==> config.mk <==
export PLATFORM = sky130hd
export DESIGN_NAME = apb_completer_mem
export DESIGN_NICKNAME = d
export VERILOG_FILES = /design/src/rtl/apb_completer_mem.sv
export SDC_FILE = /design/constraint.sdc
export NUM_CORES = 1
export LEC_CHECK = 0
export ABC_AREA = 1
export ABC_CLOCK_PERIOD_IN_PS = 16600
export CAP_MARGIN = 15
export CORE_AREA = 3 3 227 229
export CTS_BUF_LIST = sky130_fd_sc_hd__clkbuf_4
export CTS_CLUSTER_DIAMETER = 120
export DETAILED_ROUTE_END_ITERATION = 7
export DIE_AREA = 0 0 230 232
export HOLD_SLACK_MARGIN = 0.03
export PLACE_DENSITY = 0.68
export SLEW_MARGIN = 20
export SYNTH_ARGS = -nofsm -noshare
export SYNTH_HDL_FRONTEND = slang
export SYNTH_SLANG_ARGS = --single-unit
==> constraint.sdc <==
create_clock -name pclk -period 16.6 [get_ports pclk]
set_clock_uncertainty 0.05 [all_clocks]
set_input_delay 2.49 -clock pclk [delete_from_list [all_inputs] [get_ports pclk]]
set_output_delay 2.49 -clock pclk [all_outputs]
set_load 0.02 [all_outputs]
Fig. 1: cell outlines without signal wires
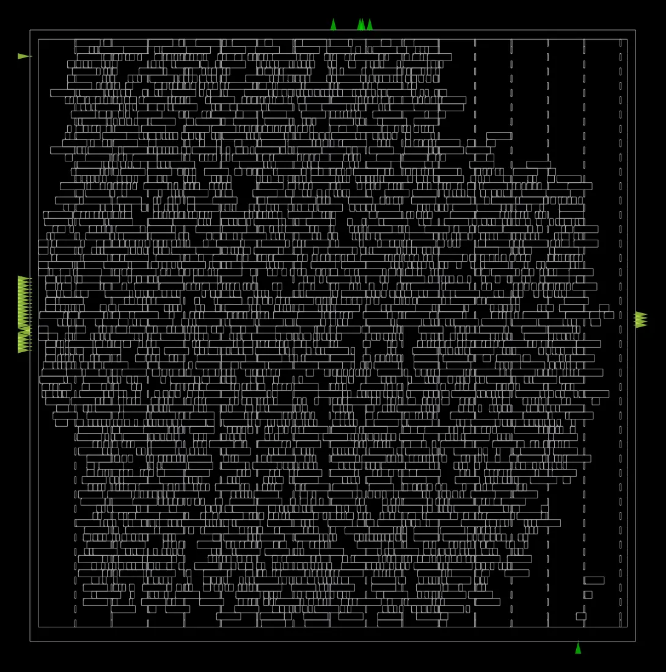
non-filler instance count after layout: 3814
fillers: 4774
# rows: 82
tap cells: 672

Fig. 2: clock distribution
(1 px per um)
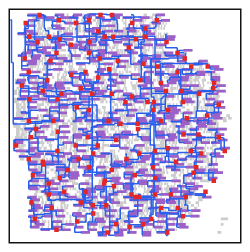
legend:
  blue:
    item: clock wires
    length: 7620 um
  purple:
    item: flip-flops
    count: 541
  red:
    item: clock drivers
    count: 144
routed clock nets: 145
Clock Power: 1.19 mW
worst skew pair latency: 1.00 ns

Fig. 3: sequential cells coloured by netlist name
(1 px per um)
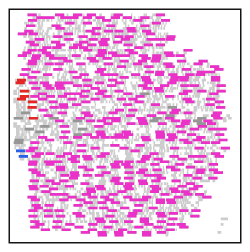
legend:
  blue:
    signal: `state_q`
    sequential_cells: 2
  magenta:
    signal: `mem_q`
    sequential_cells: 512
    where: spread over the die
  red:
    signal: `wdata_q`
    sequential_cells: 8
not coloured: 19
Register Area: 13500 um2
Layout Utilization: 54.1%
P_seq: 1.46 mW
Seq area share: 50.2%

Fig. 4: cells coloured by class
(1 px per um)
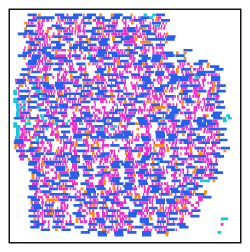
legend:
  orange:
    class: clock drivers and dummy loads
    cells: 237
    share_of_their_area: 6.9%
  magenta:
    class: combinational and other logic
    cells: 2302
    share_of_their_area: 39%
  blue:
    class: sequential cells
    cells: 541
    share_of_their_area: 52%
  cyan:
    class: remaining buffers and delay cells
    cells: 60
    share_of_their_area: 2.2%
Finished Cell Area: 27000 um2
core footprint: 49900 um2

==> run_results.csv <==
group,metric,value,unit
global_routing,use_met3,8.28,%
finish,num-multi-input-gates,2254,
global_routing,grt_pass1_vias,21100,
worst_setup_path,ff2ff_setup_slack,11.27,ns
timing,fmax,0.163,GHz
timing,setup_ws,10.45,ns
finish,sh_comb_area,37.2,%
synthesis,ys.flops,541,
placement,routabilityCongestion,0.868,
power_and_ir_drop,p_seq_share,32.0,%
run,cap_viol_max_count,0,
power_and_ir_drop,p_sw,2.07,mW
clock_tree,cts_setup_buffers,0,
clock_tree,cts_hold_buf,0,
route,met2_length,32000,um
power_and_ir_drop,combinationalPowerShare,41.8,%
synthesis,synth.cellmix.simpleShare,29.2,%
placement,io_buffer_count,30,
global_routing,use_met1,38.2,%
timing,hold_ws,0.433,ns
outcome,status,"completed",
timing,hold_viol,0,
route,dr.pass1.iters,5,
finish,layout.nets,3073,
clock_tree,clk_pin_slew_worst_paths,0.06,ns
floorplanning,die_x,230,um
synthesis,yosysTopAreaCell,"dfrtp_1",
synthesis,mux_area_share,0,%
floorplanning,fp_util,49.5,%
synthesis,logic_family,"simple AND/OR/NAND/NOR gates",
worst_setup_path,critPathSlowestCell,"buf_4",
power_and_ir_drop,vdd_drop_max,0.173,mV
power_and_ir_drop,clkPwrFrac,26.2,%
power_and_ir_drop,power_density,169,nW/um2
worst_setup_path,cpPeakStageDelay,1.00,ns
power_and_ir_drop,p_int,2.48,mW
power_and_ir_drop,maxPowerGroup,"combinational cells",
timing,slew-limit-headroom,23.2,%
[cells in the mapped netlist (3+ instances only)]
library cell,instances
a21oi_1,3
buf_1,11
buf_2,74
buf_4,7
clkbuf_1,147
dfrtp_1,541
ha_1,3
inv_1,43
inv_2,5
nand2_1,1067
nand2_2,3
nand3_1,564
nor2_1,63
nor3_1,4
nor3_2,10
o21ai_0,529
o21ai_1,4
[layout by cell type (no fill, tap or decap), types with 9 or more instances in the layout]
cell             instances
inv_2                   16
o21ai_0                529
dfrtp_1                541
nor2_1                  62
clkbuf_4               214
nand2_1               1064
nand3_1                564
nor3_2                   9
clkdlybuf4s50_1         30
inv_1                   34
buf_4                   27
clkinv_1                12
Power is estimated from default activity; no workload was simulated.
